## config.mk

```make
export PLATFORM = sky130hd
export DESIGN_NAME = mem_stage
export DESIGN_NICKNAME = d
export VERILOG_FILES = /design/src/rtl/mem_stage_pkg.sv /design/src/rtl/mem_stage_load_align.sv /design/src/rtl/mem_stage.sv
export SDC_FILE = /design/constraint.sdc
export NUM_CORES = 1
export LEC_CHECK = 0
export CAP_MARGIN = 15
export CORE_AREA = 2 2 189 191
export CTS_CLUSTER_DIAMETER = 100
export DETAILED_ROUTE_END_ITERATION = 10
export DIE_AREA = 0 0 191 193
export PLACE_DENSITY = 0.67
export SYNTH_ARGS = -nofsm -noshare
export SYNTH_HDL_FRONTEND = slang
export SYNTH_HIERARCHICAL = 1
export SYNTH_SLANG_ARGS = --single-unit
```

## constraint.sdc

```tcl
create_clock -name clk -period 3.33 [get_ports clk]
set_input_delay 0.666 -clock clk [delete_from_list [all_inputs] [get_ports clk]]
set_output_delay 0.666 -clock clk [all_outputs]
set_load 0.1 [all_outputs]
```

## src/rtl/mem_stage_pkg.sv

```systemverilog
// Shared pipeline defines for the memory stage: bus widths, bus layouts and the
// funct3 encodings of the load instructions.
package mem_stage_pkg;

    localparam int XLEN     = 64;
    localparam int EX2MEM_W = 182;
    localparam int MEM2WB_W = 166;
    localparam int MEM2EX_W = 70;

    localparam logic [2:0] F3_LB  = 3'b000;
    localparam logic [2:0] F3_LH  = 3'b001;
    localparam logic [2:0] F3_LW  = 3'b010;
    localparam logic [2:0] F3_LD  = 3'b011;
    localparam logic [2:0] F3_LBU = 3'b100;
    localparam logic [2:0] F3_LHU = 3'b101;
    localparam logic [2:0] F3_LWU = 3'b110;

    typedef struct packed {
        logic [6:0]      lsu_op;
        logic [7:0]      data_ram_sel;
        logic            sel_load;
        logic            rf_we;
        logic [4:0]      rf_waddr;
        logic [XLEN-1:0] ex_result;
        logic [XLEN-1:0] pc;
        logic [31:0]     inst;
    } ex2mem_t;

    typedef struct packed {
        logic            rf_we;
        logic [4:0]      rf_waddr;
        logic [XLEN-1:0] rf_wdata;
        logic [XLEN-1:0] pc;
        logic [31:0]     inst;
    } mem2wb_t;

    typedef struct packed {
        logic            rf_we;
        logic [4:0]      rf_waddr;
        logic [XLEN-1:0] rf_wdata;
    } mem2ex_t;

    function automatic logic [2:0] funct3(input logic [31:0] inst);
        return inst[14:12];
    endfunction

endpackage

```

## src/rtl/mem_stage_load_align.sv

```systemverilog
// Load data extraction: shift the addressed field down, then sign/zero-extend
// according to the load type. Purely combinational.
module load_align
    import mem_stage_pkg::*;
(
    input  logic [XLEN-1:0] rdata_i,
    input  logic [2:0]      offset_i,
    input  logic [2:0]      funct3_i,
    output logic [XLEN-1:0] data_o
);

    logic [XLEN-1:0] shifted;

    // Right shift zero-fills, so misaligned fields get zero upper bytes for free.
    assign shifted = rdata_i >> {offset_i, 3'b000};

    always_comb begin
        data_o = '0;
        case (funct3_i)
            F3_LB:   data_o = {{56{shifted[7]}},  shifted[7:0]};
            F3_LH:   data_o = {{48{shifted[15]}}, shifted[15:0]};
            F3_LW:   data_o = {{32{shifted[31]}}, shifted[31:0]};
            F3_LD:   data_o = shifted;
            F3_LBU:  data_o = {56'd0, shifted[7:0]};
            F3_LHU:  data_o = {48'd0, shifted[15:0]};
            F3_LWU:  data_o = {32'd0, shifted[31:0]};
            default: data_o = '0;
        endcase
    end

endmodule

```

## src/rtl/mem_stage.sv

```systemverilog
// Memory pipeline stage: registers the execute bundle, aligns load data from the
// synchronous data RAM, and keeps the RAM word alive across a full-pipe stall.
module mem_stage
    import mem_stage_pkg::*;
#(
    parameter int EX2MEM_WD = EX2MEM_W,
    parameter int MEM2WB_WD = MEM2WB_W,
    parameter int MEM2EX_WD = MEM2EX_W
) (
    input  logic                 clk,
    input  logic                 rst_n,
    input  logic [5:0]           stall,
    input  logic [EX2MEM_WD-1:0] ex2mem_bus,
    input  logic [XLEN-1:0]      data_sram_rdata,
    output logic [MEM2WB_WD-1:0] mem2wb_bus,
    output logic [MEM2EX_WD-1:0] mem2ex_fwd
);

    ex2mem_t         stage_q, stage_d;
    logic [XLEN-1:0] hold_q, hold_d;
    logic            hold_valid_q, hold_valid_d;

    ex2mem_t         bus_in;
    logic [XLEN-1:0] load_src;
    logic [XLEN-1:0] load_data;
    logic [XLEN-1:0] rf_wdata;
    mem2wb_t         wb;
    mem2ex_t         fwd;
    logic            stall_mem, stall_wb;

    assign bus_in    = ex2mem_t'(ex2mem_bus);
    assign stall_mem = stall[3];
    assign stall_wb  = stall[4];

    always_comb begin
        stage_d      = stage_q;
        hold_d       = hold_q;
        hold_valid_d = hold_valid_q;
        if (!stall_mem) begin
            stage_d      = bus_in;
            hold_valid_d = 1'b0;
        end else if (!stall_wb) begin
            stage_d      = '0;
            hold_valid_d = 1'b0;
        end else if (stage_q.sel_load && !hold_valid_q) begin
            // RAM output is only valid for one cycle; latch it before it moves on.
            hold_d       = data_sram_rdata;
            hold_valid_d = 1'b1;
        end
    end

    always_ff @(posedge clk) begin
        if (!rst_n) begin
            stage_q      <= '0;
            hold_q       <= '0;
            hold_valid_q <= 1'b0;
        end else begin
            stage_q      <= stage_d;
            hold_q       <= hold_d;
            hold_valid_q <= hold_valid_d;
        end
    end

    assign load_src = hold_valid_q ? hold_q : data_sram_rdata;

    load_align u_load_align (
        .rdata_i  (load_src),
        .offset_i (stage_q.ex_result[2:0]),
        .funct3_i (funct3(stage_q.inst)),
        .data_o   (load_data)
    );

    assign rf_wdata = stage_q.sel_load ? load_data : stage_q.ex_result;

    always_comb begin
        wb.rf_we     = stage_q.rf_we;
        wb.rf_waddr  = stage_q.rf_waddr;
        wb.rf_wdata  = rf_wdata;
        wb.pc        = stage_q.pc;
        wb.inst      = stage_q.inst;
        fwd.rf_we    = stage_q.rf_we;
        fwd.rf_waddr = stage_q.rf_waddr;
        fwd.rf_wdata = rf_wdata;
    end

    assign mem2wb_bus = wb;
    assign mem2ex_fwd = fwd;

endmodule

```

==> run_1/layer_met1.png <==
The bar under the picture is 50 um long.
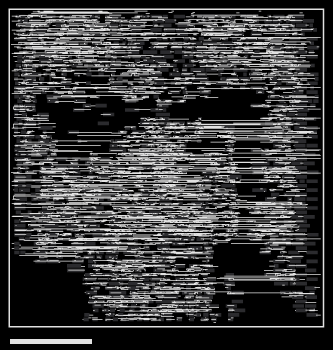
- longest straight run: 75.4 um
- share of all routed wire: 42%
- wire length on this layer: 20.8 mm

==> run_1/layer_met2.png <==
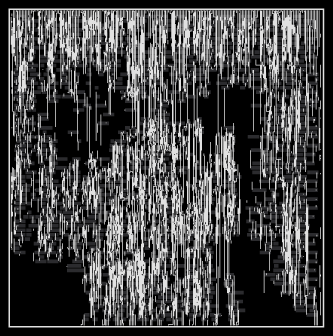
- main direction: vertical
- longest straight run: 87.9 um
- share of all routed wire: 46%
- wire length on this layer: 22.9 mm
- nets with wire on the layer: 1669

==> run_1/layer_met3.png <==
The bar under the picture is 50 um long.
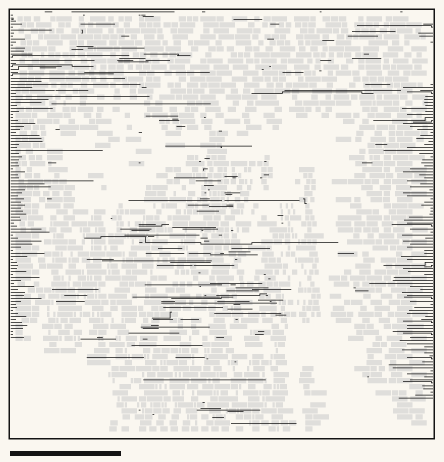
- wire length on this layer: 3990 um
- main direction: horizontal
- share of all routed wire: 8.1%
- longest straight run: 71.5 um

==> flow_results.org, run 1 <==
* Implementation run

** Status
- Status :: finished with violations
- The final reports fail on setup timing.

** Synth
- Share of synthesized cell area in and-or and or-and compound cells :: 13.66%
- Yosys reports that the leading cell type by area covers 35.78% of the netlist area.
- Summing the areas of all xor and xnor instances in the mapped netlist gives 0% of the synthesized area.
- The synthesis run identifies the leading combinational cell family as multiplexers.
- Synth top cells by count :: sky130_fd_sc_hd__dfxtp_1, sky130_fd_sc_hd__buf_4, sky130_fd_sc_hd__a22o_1, sky130_fd_sc_hd__nand2_1, sky130_fd_sc_hd__mux2_2
- The synthesis report lists the most area-consuming cells as sky130_fd_sc_hd__dfxtp_1, sky130_fd_sc_hd__mux2_2, sky130_fd_sc_hd__a22o_1.
- The stat command in Yosys gives a chip area of 0.01298 mm2.
- Per Yosys stat, the portion of area used by sequential elements is 35.78%.
- In the synthesized netlist the dominant register cell turns out to be sky130_fd_sc_hd__dfxtp_1.
- The synthesized netlist handed to floorplanning was reported with a cell count of 1257.
- Mean post-synth cell area :: 10.33 um2
- Counting the warning lines in the Yosys log gives 6.
- The post-synth count of flops with an enable pin is 0.
- For reference, simple AND, OR, NAND and NOR cells occupy 9.147% of the area reported after synthesis.

** Route
- Metal3 WL :: 3.987 mm
- The first TritonRoute pass finished after 4 iterations.
- In the routed design, unresolved DRC markers number 0.
- The routed design shows a wire length per standard cell of 23.69 um.
- The first routing iteration left 676 violations.

** Setup path
- The data required time reported for the critical path is 2.66 ns.
- CP max stage cell :: sky130_fd_sc_hd__clkdlybuf4s50_1
- WP depth :: 11
- Per STA, the highest per-stage delay on the worst path measures 0.51 ns.
- Crit Reg-Reg Startpoint :: stage_q[166]$_SDFFE_PN0P_
- Data arrives at the worst endpoint at 3.14 ns.

** STA
- Peak Freq :: 263.1 MHz
- Final-report setup violation count :: 128
- Final worst-path cycle share :: 114.1%
- In the post-route analysis, the smallest setup slack over all paths is -0.4712 ns.
- The slew check shows that the tightest pin keeps a relative margin of 54.63%.
- Hold-check failures listed in the final report amount to 0.
- Setup repair after global routing could not meet its margin everywhere.

** Final layout
- In the finished design the tool counted flip-flops and latches totalling 232.
- Layout cells sized above 1 :: 39.64%
- The layout contains a multi-input combinational cell count of 741.
- Sequential cell area :: 0.004658 mm2
- Relative to the synthesized area, the layout overhead comes to 56.09%.
- Clk cell area share :: 4.693%
- Final standard cell utilization of the core :: 57.95%
- Multi-input gate share of the layout cell area :: 34.19%
- Number of signal-net buffers in the layout :: 600

** GRT
- Routing usage on met1 :: 32.93%
- For this run, global-route usage on met2 was measured as 38.77%.
- The number of global-route vias before repair is 10760.
- Entering global routing, the biggest net connects 71 pins.

** Placement
- DP HPWL :: 37.13 mm

** Power
- Largest vdd supply drop :: 0.3903 mV

** Clock tree
- Quantity of hold-fixing buffers added after cts :: 0
- CTS built an H-tree with a depth of 1.
- The tree is rooted in a sky130_fd_sc_hd__clkbuf_16.
- The clock drives 232 sinks.

** Worst hold path
- Hold analysis shows the worst path with a depth of 2.
- The tightest min-delay check is of the flop to flop type.

** Run
- Number of max-capacitance violations reported :: 0
- In this run the tools logged warnings totalling 47.

** Die
- For this configuration, the core starts out at a cell density of 37.13%.
- In this run the horizontal extent of the chip is 191 um.
-- run 1: flip-flops by register name, summed over array words and instances (netlist names) --
signal,count
mem2ex_fwd,6
stage_q,65
hold_valid_q,1
mem2wb_bus,96
hold_q,64
-- run 1: what timing repair did --
action,in CTS,in global routing
setup endpoints to repair,128,128
resized,58,79
pin swaps,4,25
endpoints found under the hold margin,0,0
setup buffers,5,15
gates cloned,1,10
-- run 1: per-stage QoR --
| step | hold WS, ns | power [W] | cells | setup WS (ns) | TNS [ns] |
|---|---|---|---|---|---|
| final | 0.4582 | 0.009948 | 2083 | -0.4712 | -50.72 |
| after global routing | 0.4755 | 0.01024 | 2083 | -0.5255 | -58.09 |
| after CTS | 0.4567 | 0.009896 | 2059 | -0.4654 | -45.07 |
| after detailed placement | 0.4424 | 0.006628 | 2005 | -0.4551 | -43.32 |
| after global placement | 0.4383 | 0.006606 | 2005 | -0.4462 | -42.13 |
| after floorplan | 0.4313 | 0.005407 | 1257 | 0.02088 | 0 |
-- run 1: worst max path at each step --
stage | to | slack [ns]
2_1_floorplan | mem2wb_bus[113] | 0.02
3_3_place_gp | mem2wb_bus[119] | -0.45
3_5_place_dp | mem2ex_fwd[23] | -0.46
4_1_cts | mem2wb_bus[112] | -0.47
5_1_grt | mem2wb_bus[112] | -0.53
6_report | mem2wb_bus[154] | -0.47
-- run 1: where the power goes --
group,internal [W],switching [W]
clock network,0.00197,0.00123
logic,0.00144,0.00232
registers,0.00289,0.0000986
-- run 1: placed cells by master, fill, tap and decap left out, drive strengths merged, types with 15 or more instances in the layout --
cell,Yosys,layout
nand4,35,35
clkbuf,13,39
buf,270,359
mux4,29,29
nand2,167,167
dfxtp,232,232
a22o,167,167
clkdlybuf4s50,0,232
o21ai,15,15
mux2,151,151
mux2i,92,92
==> run 1 -> run 2 <==
--- a/config.mk
+++ b/config.mk
@@ -6,12 +6,11 @@
 export NUM_CORES = 1
 export LEC_CHECK = 0
 export CAP_MARGIN = 15
-export CORE_AREA = 2 2 189 191
+export CORE_AREA = 3 3 188 190
 export CTS_CLUSTER_DIAMETER = 100
 export DETAILED_ROUTE_END_ITERATION = 10
 export DIE_AREA = 0 0 191 193
 export PLACE_DENSITY = 0.67
 export SYNTH_ARGS = -nofsm -noshare
 export SYNTH_HDL_FRONTEND = slang
-export SYNTH_HIERARCHICAL = 1
 export SYNTH_SLANG_ARGS = --single-unit
==> run_2/layer_met1.png <==
The bar under the picture is 50 um long.
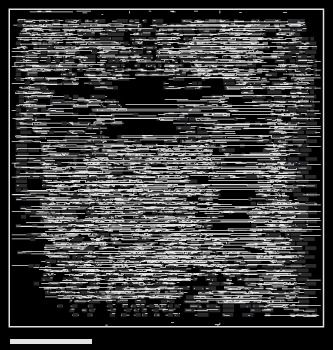
routing usage on met1: 35.52%
via count: 12000

==> flow_results.org, run 2 <==
* Implementation run

** Status
- Status :: finished with violations (unchanged)
- Failing checks :: setup timing (unchanged)

** Clock tree
- Count of cells resized by post-cts repair :: 44 (was 58)
- The post-CTS setup repair buffer count is 11 (was 5).
- Quantity of hold-fixing buffers added after cts :: 0 (unchanged)

** Power
- The clock share of power came to 30.6% (was 32.2%).
- Internal power of the cells :: 0.006015 W (was 0.006296 W)
- The combinational fraction of design power was 39.0% (was 37.8%).
- Net Sw Power :: 0.003779 W (was 0.003652 W)
- Sw frac :: 38.58% (was 36.71%)

** STA
- The final setup violation count was 126 (was 128).
- Setup repair after global routing missed its margin: true (unchanged).
- Final hold violation count :: 0 (unchanged)
- The post-route worst setup slack was -0.4085 ns (was -0.4712 ns).
- The setup TNS after final layout came to -41.87 ns (was -50.72 ns).

** Final layout
- Combinational gates :: 814 (was 741)
- The most frequent logic cell in the layout is sky130_fd_sc_hd__clkdlybuf4s50_1 (unchanged).
- The sequential cell count was 232 (unchanged).
- Clk cell area share :: 4.247% (was 4.693%)
- The signed area change from the synthesized netlist to the final layout came to 64.66% (was 56.09%).
- The fraction of final layout cells with drive strength greater than 1 is 36.70% (was 39.64%).
- Multi-input gate share of the layout cell area :: 35.45% (was 34.19%)
- Number of flip-flops in the largest register :: 96 (unchanged)

** Die
- The horizontal extent of the die came to 191 um (unchanged).
- The initial core utilization was 37.85% (was 37.13%).

** GRT
- The number of global-route vias before repair came to 11630 (was 10760).

** Worst hold path
- Hold Crit Class :: flop to flop (unchanged)

** Setup path
- Crit Reg-Reg Startpoint :: stage_q[166]$_SDFFE_PN0P_ (unchanged)
- The worst endpoint data arrival time is 3.07 ns (was 3.14 ns).

** Route
- Metal3 WL :: 4.375 mm (was 3.987 mm)
- DR DRC count :: 0 (unchanged)

** Synth
- Top flip-flop cell by instance count after synthesis :: sky130_fd_sc_hd__dfxtp_1 (unchanged)
- The average size of a mapped cell came to 9.459 um2 (was 10.33 um2).
- Synth top cells by count :: sky130_fd_sc_hd__dfxtp_1, sky130_fd_sc_hd__a22o_1, sky130_fd_sc_hd__nand2_1 (was sky130_fd_sc_hd__dfxtp_1, sky130_fd_sc_hd__buf_4, sky130_fd_sc_hd__a22o_1, sky130_fd_sc_hd__nand2_1, sky130_fd_sc_hd__mux2_2)
- The xor/xnor share of the synthesized area came to 0% (unchanged).
- The synthesis area per yosys came to 0.01272 mm2 (was 0.01298 mm2).

** Run
- Number of max-capacitance violations reported :: 0 (unchanged)
- Number of warnings the tools reported :: 48 (was 47)

** Placement
- The cell count after placement is 2098 (was 2005).
run 2: cell count changes in the layout (fill, tap and decap cells not counted), sizes merged, moves of 11 or more:
cell | previous run | this run
nand4 | 35 | 1
a31oi | 0 | 38
mux4 | 29 | 53
a21oi | 1 | 46
a21boi | 0 | 64
mux2i | 92 | 35
buf | 359 | 391
nor2 | 11 | 47
o221ai | 1 | 15
nand2 | 167 | 178
a22o | 167 | 185
nor2b | 12 | 25
mux2 | 151 | 33
run 2: cells by family after synthesis:
logic type,after synthesis
AOI/OAI and AO/OA,409
buffers and inverters,299
DFF,232
muxes,121
and+or+nand+nor,284
run 2: power groups by stage:
stage | Clock [W] | Combinational, W | Sequential (W)
after floorplan | 0 | 0.00261 | 0.00299
after global placement | 0 | 0.00369 | 0.00303
after detailed placement | 0 | 0.00372 | 0.00303
after CTS | 0.00306 | 0.00378 | 0.00297
after global routing | 0.00317 | 0.00393 | 0.00299
final | 0.00300 | 0.00382 | 0.00297
run 2: worst min-delay path by stage:
stage                     cells after the start  slack [ns]                         to                      start
after global placement                        2        0.45     hold_q[5]$_SDFFE_PN0P_     hold_q[5]$_SDFFE_PN0P_
after floorplan                               2        0.44     hold_q[3]$_SDFFE_PN0P_     hold_q[3]$_SDFFE_PN0P_
final                                         2        0.46     hold_q[6]$_SDFFE_PN0P_     hold_q[6]$_SDFFE_PN0P_
after detailed placement                      1        0.46  stage_q[156]$_SDFFE_PN0P_  stage_q[156]$_SDFFE_PN0P_
after CTS                                     2        0.47     hold_q[5]$_SDFFE_PN0P_     hold_q[5]$_SDFFE_PN0P_
after global routing                          1        0.48  stage_q[145]$_SDFFE_PN0P_  stage_q[145]$_SDFFE_PN0P_
No activity file was given, so power comes from the tool's default toggle rates.
